$ cat src/rtl/keypad_scan_ctrl_if.sv
// -----------------------------------------------------------------------------
// keypad_scan_ctrl_if
// Groups the keypad pin and key-event signals of the scan controller.
//   scan_en   : enables scanning; low parks the scanner in IDLE
//   row_n     : keypad row lines, active-low, asynchronous to the clock
//   col_n     : column drive, active-low one-hot, 4'b1111 = none driven
//   key_code  : code of the last accepted key
//   key_valid : single-cycle strobe when key_code updates
//   key_held  : high while the accepted key is pressed or release-debouncing
// Modports:
//   slave  : the scan controller itself
//   master : the surrounding logic / keypad pins that feed it
// -----------------------------------------------------------------------------
interface keypad_scan_ctrl_if;
   logic       scan_en;
   logic [3:0] row_n;
   logic [3:0] col_n;
   logic [3:0] key_code;
   logic       key_valid;
   logic       key_held;

   modport slave (
      input  scan_en,
      input  row_n,
      output col_n,
      output key_code,
      output key_valid,
      output key_held
   );

   modport master (
      output scan_en,
      output row_n,
      input  col_n,
      input  key_code,
      input  key_valid,
      input  key_held
   );
endinterface

$ cat src/rtl/keypad_scan_ctrl.sv
// -----------------------------------------------------------------------------
// keypad_scan_ctrl
// Sequenced scanner for a 4x4 matrix keypad. One column is driven low at a
// time, the row lines are synchronized and sampled after a settle time, and
// both press and release are debounced before a key is reported.
// Ports:
//   clk   : system clock
//   rst_n : asynchronous active-low reset
//   bus   : keypad_scan_ctrl_if.slave (scan_en, row_n, col_n, key_code,
//           key_valid, key_held)
// Parameters:
//   SETTLE_CYC   : cycles a column is driven before rows are sampled (>= 4)
//   DEBOUNCE_CYC : consecutive stable cycles to accept a press or release
//   CNT_W        : width of the shared settle/debounce counter
// -----------------------------------------------------------------------------
module keypad_scan_ctrl #(
   parameter int SETTLE_CYC   = 16,
   parameter int DEBOUNCE_CYC = 500000,
   parameter int CNT_W        = 20
) (
   input logic              clk,
   input logic              rst_n,
   keypad_scan_ctrl_if.slave bus
);

   typedef enum logic [2:0] {
      ST_IDLE,
      ST_SCAN,
      ST_DEBOUNCE,
      ST_PRESSED,
      ST_RELEASE
   } state_e;

   localparam logic [CNT_W-1:0] SETTLE_LAST = CNT_W'(SETTLE_CYC - 1);
   localparam logic [CNT_W-1:0] DEB_LAST    = CNT_W'(DEBOUNCE_CYC - 1);
   localparam logic [CNT_W-1:0] CNT_ONE     = CNT_W'(1);

   state_e           state_q;
   logic [1:0]       col_q;
   logic [CNT_W-1:0] cnt_q;
   logic [3:0]       pat_q;
   logic [3:0]       sync1_q;
   logic [3:0]       rs_q;
   logic [3:0]       col_n_q;
   logic [3:0]       key_code_q;
   logic             key_valid_q;
   logic             key_held_q;

   logic [1:0]       col_d;
   logic             one_row_low;

   // Active-low drive pattern for a column index.
   function automatic logic [3:0] colDrive(input logic [1:0] idx);
      colDrive = ~(4'b0001 << idx);
   endfunction

   // Row index of the single low bit in a captured row pattern.
   function automatic logic [1:0] rowIndex(input logic [3:0] pat);
      case (pat)
         4'b1110: rowIndex = 2'd0;
         4'b1101: rowIndex = 2'd1;
         4'b1011: rowIndex = 2'd2;
         4'b0111: rowIndex = 2'd3;
         default: rowIndex = 2'd0;
      endcase
   endfunction

   // Physical keypad legend: star reports 15, hash reports 14.
   function automatic logic [3:0] keyMap(input logic [1:0] row, input logic [1:0] col);
      case ({row, col})
         4'h0: keyMap = 4'd1;
         4'h1: keyMap = 4'd2;
         4'h2: keyMap = 4'd3;
         4'h3: keyMap = 4'd10;
         4'h4: keyMap = 4'd4;
         4'h5: keyMap = 4'd5;
         4'h6: keyMap = 4'd6;
         4'h7: keyMap = 4'd11;
         4'h8: keyMap = 4'd7;
         4'h9: keyMap = 4'd8;
         4'hA: keyMap = 4'd9;
         4'hB: keyMap = 4'd12;
         4'hC: keyMap = 4'd15;
         4'hD: keyMap = 4'd0;
         4'hE: keyMap = 4'd14;
         default: keyMap = 4'd13;
      endcase
   endfunction

   // The column index is two bits wide so stepping past column 3 wraps to 0.
   assign col_d       = col_q + 2'd1;
   // Exactly one low row; two or more low rows indicate ghosting and are skipped.
   assign one_row_low = $onehot(~rs_q);

   // Two-flop synchronizer for the asynchronous row lines; idles high so
   // nothing looks pressed straight out of reset.
   always_ff @(posedge clk or negedge rst_n) begin
      if (!rst_n) begin
         sync1_q <= 4'b1111;
         rs_q    <= 4'b1111;
      end else begin
         sync1_q <= bus.row_n;
         rs_q    <= sync1_q;
      end
   end

   // Scan/debounce state machine. All outputs are registered here and change
   // together with the state, so key_valid rises in the first PRESSED cycle.
   // scan_en is only looked at on column boundaries and at the end of a
   // release so a press in progress always completes.
   always_ff @(posedge clk or negedge rst_n) begin
      if (!rst_n) begin
         state_q     <= ST_IDLE;
         col_q       <= 2'd0;
         cnt_q       <= '0;
         pat_q       <= 4'b1111;
         col_n_q     <= 4'b1111;
         key_code_q  <= 4'd0;
         key_valid_q <= 1'b0;
         key_held_q  <= 1'b0;
      end else begin
         key_valid_q <= 1'b0;
         case (state_q)
            ST_IDLE: begin
               col_n_q <= 4'b1111;
               cnt_q   <= '0;
               if (bus.scan_en) begin
                  state_q <= ST_SCAN;
                  col_q   <= 2'd0;
                  col_n_q <= colDrive(2'd0);
               end
            end

            ST_SCAN: begin
               if (cnt_q == SETTLE_LAST) begin
                  cnt_q <= '0;
                  if (one_row_low) begin
                     pat_q   <= rs_q;
                     state_q <= ST_DEBOUNCE;
                  end else if (!bus.scan_en) begin
                     state_q <= ST_IDLE;
                     col_n_q <= 4'b1111;
                  end else begin
                     col_q   <= col_d;
                     col_n_q <= colDrive(col_d);
                  end
               end else begin
                  cnt_q <= cnt_q + CNT_ONE;
               end
            end

            ST_DEBOUNCE: begin
               if (rs_q != pat_q) begin
                  state_q <= ST_SCAN;
                  cnt_q   <= '0;
                  col_q   <= col_d;
                  col_n_q <= colDrive(col_d);
               end else if (cnt_q == DEB_LAST) begin
                  state_q     <= ST_PRESSED;
                  cnt_q       <= '0;
                  key_code_q  <= keyMap(rowIndex(pat_q), col_q);
                  key_valid_q <= 1'b1;
                  key_held_q  <= 1'b1;
               end else begin
                  cnt_q <= cnt_q + CNT_ONE;
               end
            end

            ST_PRESSED: begin
               cnt_q <= '0;
               if (rs_q == 4'b1111) begin
                  state_q <= ST_RELEASE;
               end
            end

            ST_RELEASE: begin
               if (rs_q != 4'b1111) begin
                  state_q <= ST_PRESSED;
                  cnt_q   <= '0;
               end else if (cnt_q == DEB_LAST) begin
                  cnt_q      <= '0;
                  key_held_q <= 1'b0;
                  if (bus.scan_en) begin
                     state_q <= ST_SCAN;
                     col_q   <= col_d;
                     col_n_q <= colDrive(col_d);
                  end else begin
                     state_q <= ST_IDLE;
                     col_n_q <= 4'b1111;
                  end
               end else begin
                  cnt_q <= cnt_q + CNT_ONE;
               end
            end

            default: begin
               state_q <= ST_IDLE;
               cnt_q   <= '0;
               col_n_q <= 4'b1111;
            end
         endcase
      end
   end

   assign bus.col_n     = col_n_q;
   assign bus.key_code  = key_code_q;
   assign bus.key_valid = key_valid_q;
   assign bus.key_held  = key_held_q;

endmodule

$ cat src/flat_wrapper.sv
// flat-port wrapper written by rule: the top's interface ports become plain ports
module keypad_scan_ctrl_flat 
#(
   parameter int SETTLE_CYC   = 16,
   parameter int DEBOUNCE_CYC = 500000,
   parameter int CNT_W        = 20
)
  (clk, rst_n, bus_scan_en, bus_row_n, bus_col_n, bus_key_code, bus_key_valid, bus_key_held);
  keypad_scan_ctrl_if bus_i ();
  input logic clk;
  input logic rst_n;
  input wire logic [$bits(bus_i.scan_en)-1:0] bus_scan_en;
  input wire logic [$bits(bus_i.row_n)-1:0] bus_row_n;
  output wire logic [$bits(bus_i.col_n)-1:0] bus_col_n;
  output wire logic [$bits(bus_i.key_code)-1:0] bus_key_code;
  output wire logic [$bits(bus_i.key_valid)-1:0] bus_key_valid;
  output wire logic [$bits(bus_i.key_held)-1:0] bus_key_held;
  assign bus_i.scan_en = bus_scan_en;
  assign bus_i.row_n = bus_row_n;
  assign bus_col_n = bus_i.col_n;
  assign bus_key_code = bus_i.key_code;
  assign bus_key_valid = bus_i.key_valid;
  assign bus_key_held = bus_i.key_held;
  keypad_scan_ctrl #(.SETTLE_CYC(SETTLE_CYC), .DEBOUNCE_CYC(DEBOUNCE_CYC), .CNT_W(CNT_W)) u_core (.clk(clk), .rst_n(rst_n), .bus(bus_i));
endmodule
$ cat config.mk
export PLATFORM = sky130hd
export DESIGN_NAME = keypad_scan_ctrl_flat
export DESIGN_NICKNAME = d
export VERILOG_FILES = /design/src/rtl/keypad_scan_ctrl_if.sv /design/src/rtl/keypad_scan_ctrl.sv /design/src/flat_wrapper.sv
export SDC_FILE = /design/constraint.sdc
export NUM_CORES = 1
export LEC_CHECK = 0
export ABC_AREA = 1
export CORE_MARGIN = 3
export CORE_UTILIZATION = 62
export CTS_BUF_LIST = sky130_fd_sc_hd__clkbuf_8
export DETAILED_ROUTE_END_ITERATION = 16
export GPL_TIMING_DRIVEN = 1
export PLACE_DENSITY = 0.82
export SYNTH_ARGS = -nofsm -noshare
export SYNTH_HDL_FRONTEND = slang
export SYNTH_SLANG_ARGS = --single-unit
$ cat constraint.sdc
create_clock -name clk -period 2.8 [get_ports clk]
set_input_delay 0.56 -clock clk [delete_from_list [all_inputs] [get_ports clk]]
set_output_delay 0.56 -clock clk [all_outputs]
set_load 0.005 [all_outputs]
**Clock distribution**

Bar = 20 um.
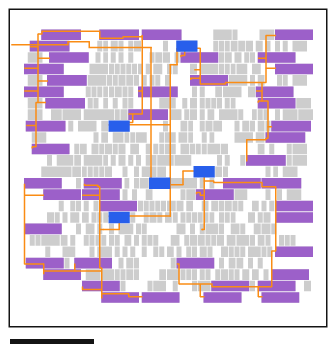
legend:
  clock drivers:
    color: blue
    count: 5
  flip-flops:
    color: purple
    count: 47
  clock wires:
    color: orange
    length: 536 um
routed clock nets: 6
flops lie: all over the die

==> qor.log <==
[status] status finished clean
[critical_path] count of cell instances traversed by the critical path 10
[power] total power per unit cell area 639 nW/um^2
[critical_path] critical register-to-register path endpoint u_core.state_q[0]
[routing] Routed met3 length 338 um
[critical_path] CP max stage cell sky130_fd_sc_hd__dfstp_2
[critical_path] gate family responsible for the most delay along the worst path simple AND/OR/NAND/NOR gates
[synth] area share of the largest cell type after synthesis 0.261
[timing] Post-Route Setup TNS 0 ns
[clock_network] root buffer selected by CTS sky130_fd_sc_hd__clkbuf_8
[power] power of the sequential group 848 uW
[power] fraction of power consumed by combinational cells 0.410
[routing] uppermost layer routed met4
[run] OpenROAD warnings 33
[power] clock group total power 380 uW
[clock_network] CTS HTree Levels 2
[timing] Final setup violation count 0
[clock_network] Hold Buf Count CTS 0
[timing] final number of max-transition violations 0
[critical_path] cells on worst reg2reg path 10
[routing] met1 routed wirelength after detailed routing 2940 um
[cells_and_area] fraction of final layout cells sized beyond drive strength 1 0.118
[routing] number of design rule violations left after detail routing 0
[clock_network] Max Root-Sink Buffers 2
[timing] Max-slew headroom 0.419
[synth] Largest cells by area sky130_fd_sc_hd__dfrtp_1, sky130_fd_sc_hd__nand2_1, sky130_fd_sc_hd__dfstp_2
[routing] count of vias placed by the detailed router 2624
[routing] count of antenna-violating nets left after detailed routing 0
[critical_path] Critical R2R Launch u_core.rs_q[2]
[critical_path] cell breakdown of the critical path inv_1, ha_1, ha_1, fa_1, nor3_1, nor3_1, nor2_1, nand4_1, nand2_1, nand2_1
[die] area of the core 4500 sq um
[grt] largest net degree at the start of global routing 41
[grt] via count of the first global-routing pass 2190
[clock_network] clock tree from TritonCTS yes
[synth] per-instance average area after synthesis 7.27 sq um
[synth] Post-synth EDFFs 0
[clock_network] CTS buffer count 5
[synth] Synth cell types 29
[grt] first-pass GRT wire length 9850 um
[clock_network] clock net sink count 47
[synth] Synthesis Warnings 0
[power] net switching power 815 uW
[die] Chip Width 75.2 um
[placed_design] number of port buffers 16
[timing] fmax 0.389 GHz
[timing] Period Utilization, post-route 0.919
[die] overall chip area 5660 sq um
[clock_network] clock slew at the register clock pins of the worst setup and hold paths 0.08 ns
[critical_path] arrival time at the worst endpoint 2.77 ns
[placed_design] post-placement cell count 476
[placed_design] worst slack at placement 0.254 ns
[grt] GR met1 Demand/Resource 0.344
[clock_network] insertion delay to the later sink of the worst-skew pair 0.29 ns
[synth] Flops after synth 47
[cells_and_area] post-layout instance count excluding filler cells 484
[timing] setup slack after layout 0.226 ns
[routing] via-per-instance ratio 5.42
[clock_network] cells resized by post-CTS repair 0
[synth] ys flop type sky130_fd_sc_hd__dfrtp_1
[min_path] hold wc startpoint u_core.sync1_q[3]
[critical_path] maximum fanout encountered on the critical timing path 4
[die] die y size 75.2 um
[cells_and_area] final antenna diode count 0
[power] leakage component of the power 0.00167 uW
[die] initial core utilization 0.660
[critical_path] worst setup path startpoint u_core.rs_q[2]
[placed_design] detailed placer's ending HPWL 4480 um
[synth] number of nets in the synthesized netlist 429
[timing] hold slack final 0.358 ns
[die] Rows 24
[synth] fraction of synthesis flops using an asynchronous set or reset pin 1.00
[grt] global routing usage summed across all routing layers 0.228
[critical_path] Setup crit end u_core.state_q[0]
[timing] Layout Skew 0.00666 ns
[min_path] hold endpoint u_core.rs_q[3]
[synth] Yosys Instances 409
[routing] aggregate routed wire length 5780 um
[grt] met2 Resource Use GR 0.336
[synth] cell type with the largest total area sky130_fd_sc_hd__dfrtp_1
[timing] setup repair after global routing missed its margin false
[power] switching power as a share of total power 0.392
[power] total power of the final layout 2080 uW
[power] Top power group combinational cells
[power] power share of the clock group 0.182
[clock_network] postcts setup bufs 0
[routing] DRC marker count from the first detailed-route iteration 241
[run] reported max-cap violation count 0
[grt] antenna violations before repair 0
[critical_path] required time at the worst-slack endpoint 2.99 ns
[critical_path] Critical Path End Type flip-flop
[die] # IOs 17
[timing] slew at the pin closest to its max-slew limit 0.871 ns
[routing] wire length on met2 2430 um
[placed_design] placer's final routability congestion estimate 0.900
[routing] detailed-route wire length per cell 11.9 um
[cells_and_area] post-layout utilization of the core 0.724
[critical_path] kind of start point of the critical path flip-flop
[timing] minimum clock period 2.57 ns
[synth] post-synthesis sequential area ratio 0.402
[critical_path] WP buf/inv 1
[critical_path] flop2flop setup slack 0.23 ns
[synth] Mapped Area 2970 sq um
[critical_path] type of the worst setup path reg -> reg
[synth] summed standard-cell area reported by yosys 2970 sq um
[power] cell internal power dissipation 1270 uW
[synth] number of cells produced by synthesis 409
[cells_and_area] Final Net Count 451
[power] proportion of power drawn by flip-flops and latches 0.408
[cells_and_area] area of all placed cells without fillers 3260 sq um
[timing] number of hold-slack violations in the final timing report 0
[min_path] path category of the worst min-delay check reg -> reg
[placed_design] placed cell areas 3180 sq um
[grt] peak-usage layer in the global routing report met1
[cells_and_area] Area growth syn-to-layout 9.64%
[grt] total congestion overflow 0
[critical_path] delay contributed by the slowest stage of the critical path 0.56 ns
[power] power of the combinational group 853 uW
[grt] GR met3 Demand/Resource 0.0387
[power] worst voltage drop across the vdd grid 0.631 mV
[min_path] Hold Crit Depth 0
[routing] drt pass-1 iters 5
**Wiring heat map**

Bar = 20 um. 15 x 15 tiles, from white (low) to dark blue (high), scaled to the fullest tile. Values are wire area over tile area, all layers added.
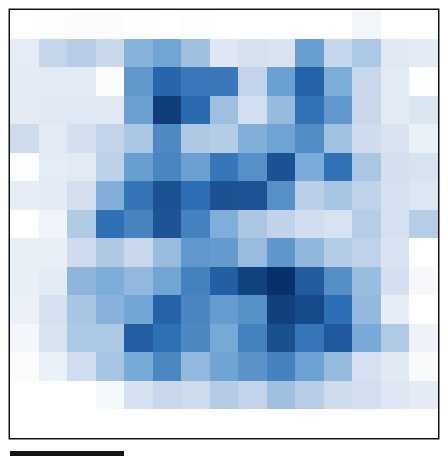
fullest tile: 0.49
mean over tiles: 0.16
nearly empty tiles: 16%

-- layout by cell type, fill, tap and decap left out, types with 2 or more instances in the layout --
cell type,netlist,routed
sky130_fd_sc_hd__nand2_2,5,5
sky130_fd_sc_hd__nor3_1,13,13
sky130_fd_sc_hd__clkbuf_8,0,5
sky130_fd_sc_hd__o21ai_0,12,12
sky130_fd_sc_hd__nand2_4,2,2
sky130_fd_sc_hd__nor3_2,3,3
sky130_fd_sc_hd__o21ai_1,3,3
sky130_fd_sc_hd__xor2_1,9,9
sky130_fd_sc_hd__nor2_1,53,53
sky130_fd_sc_hd__ha_1,12,12
sky130_fd_sc_hd__clkdlybuf4s50_1,0,15
sky130_fd_sc_hd__dfrtp_1,31,31
sky130_fd_sc_hd__nand4_1,8,8
sky130_fd_sc_hd__nor2_2,4,4
sky130_fd_sc_hd__o211ai_1,3,3
sky130_fd_sc_hd__dfstp_2,16,16
sky130_fd_sc_hd__nor2_4,2,2
sky130_fd_sc_hd__nand3_1,34,34
sky130_fd_sc_hd__a21oi_1,5,5
sky130_fd_sc_hd__inv_1,53,55
sky130_fd_sc_hd__inv_2,6,6
sky130_fd_sc_hd__nand2_1,125,125
-- cell type report --
| cell class | count | area [sq um] |
|---|---|---|
| Clock buffer | 5 | 68.8 |
| Clock inverter | 3 | 12.5 |
| Fill cell | 372 | 1240 |
| Inverter | 59 | 221 |
| Multi-Input combinational cell | 301 | 1530 |
| Sequential cell | 47 | 1200 |
| Tap cell | 52 | 65.1 |
| Timing Repair Buffer | 17 | 163 |
-- Yosys cell counts, types with 2 or more instances --
cell type / count
sky130_fd_sc_hd__a21oi_1: 5
sky130_fd_sc_hd__buf_6: 2
sky130_fd_sc_hd__dfrtp_1: 31
sky130_fd_sc_hd__dfstp_2: 16
sky130_fd_sc_hd__ha_1: 12
sky130_fd_sc_hd__inv_1: 53
sky130_fd_sc_hd__inv_2: 6
sky130_fd_sc_hd__nand2_1: 125
sky130_fd_sc_hd__nand2_2: 5
sky130_fd_sc_hd__nand2_4: 2
sky130_fd_sc_hd__nand3_1: 34
sky130_fd_sc_hd__nand4_1: 8
sky130_fd_sc_hd__nor2_1: 53
sky130_fd_sc_hd__nor2_2: 4
sky130_fd_sc_hd__nor2_4: 2
sky130_fd_sc_hd__nor3_1: 13
sky130_fd_sc_hd__nor3_2: 3
sky130_fd_sc_hd__o211ai_1: 3
sky130_fd_sc_hd__o21ai_0: 12
sky130_fd_sc_hd__o21ai_1: 3
sky130_fd_sc_hd__xor2_1: 9
-- logic make-up after synthesis --
logic type,after synthesis,synth area share
AND/OR/NAND/NOR,253,0.383
AND-OR/OR-AND,26,0.0488
buffers and inverters,61,0.0821
XOR/XNOR,9,0.0265
flip-flops,47,0.402
adder cells (fa/ha/maj),13,0.0572
-- flip-flops by register name (all words and copies together), names as in the netlist --
name,cells
u_core.cnt_q,20
u_core.bus.col_n,4
u_core.bus.key_code,4
u_core.pat_q,4
u_core.rs_q,4
u_core.sync1_q,4
u_core.state_q,3
u_core.col_q,2
u_core.bus.key_held,1
u_core.bus.key_valid,1
No activity file was given, so power comes from the tool's default toggle rates.
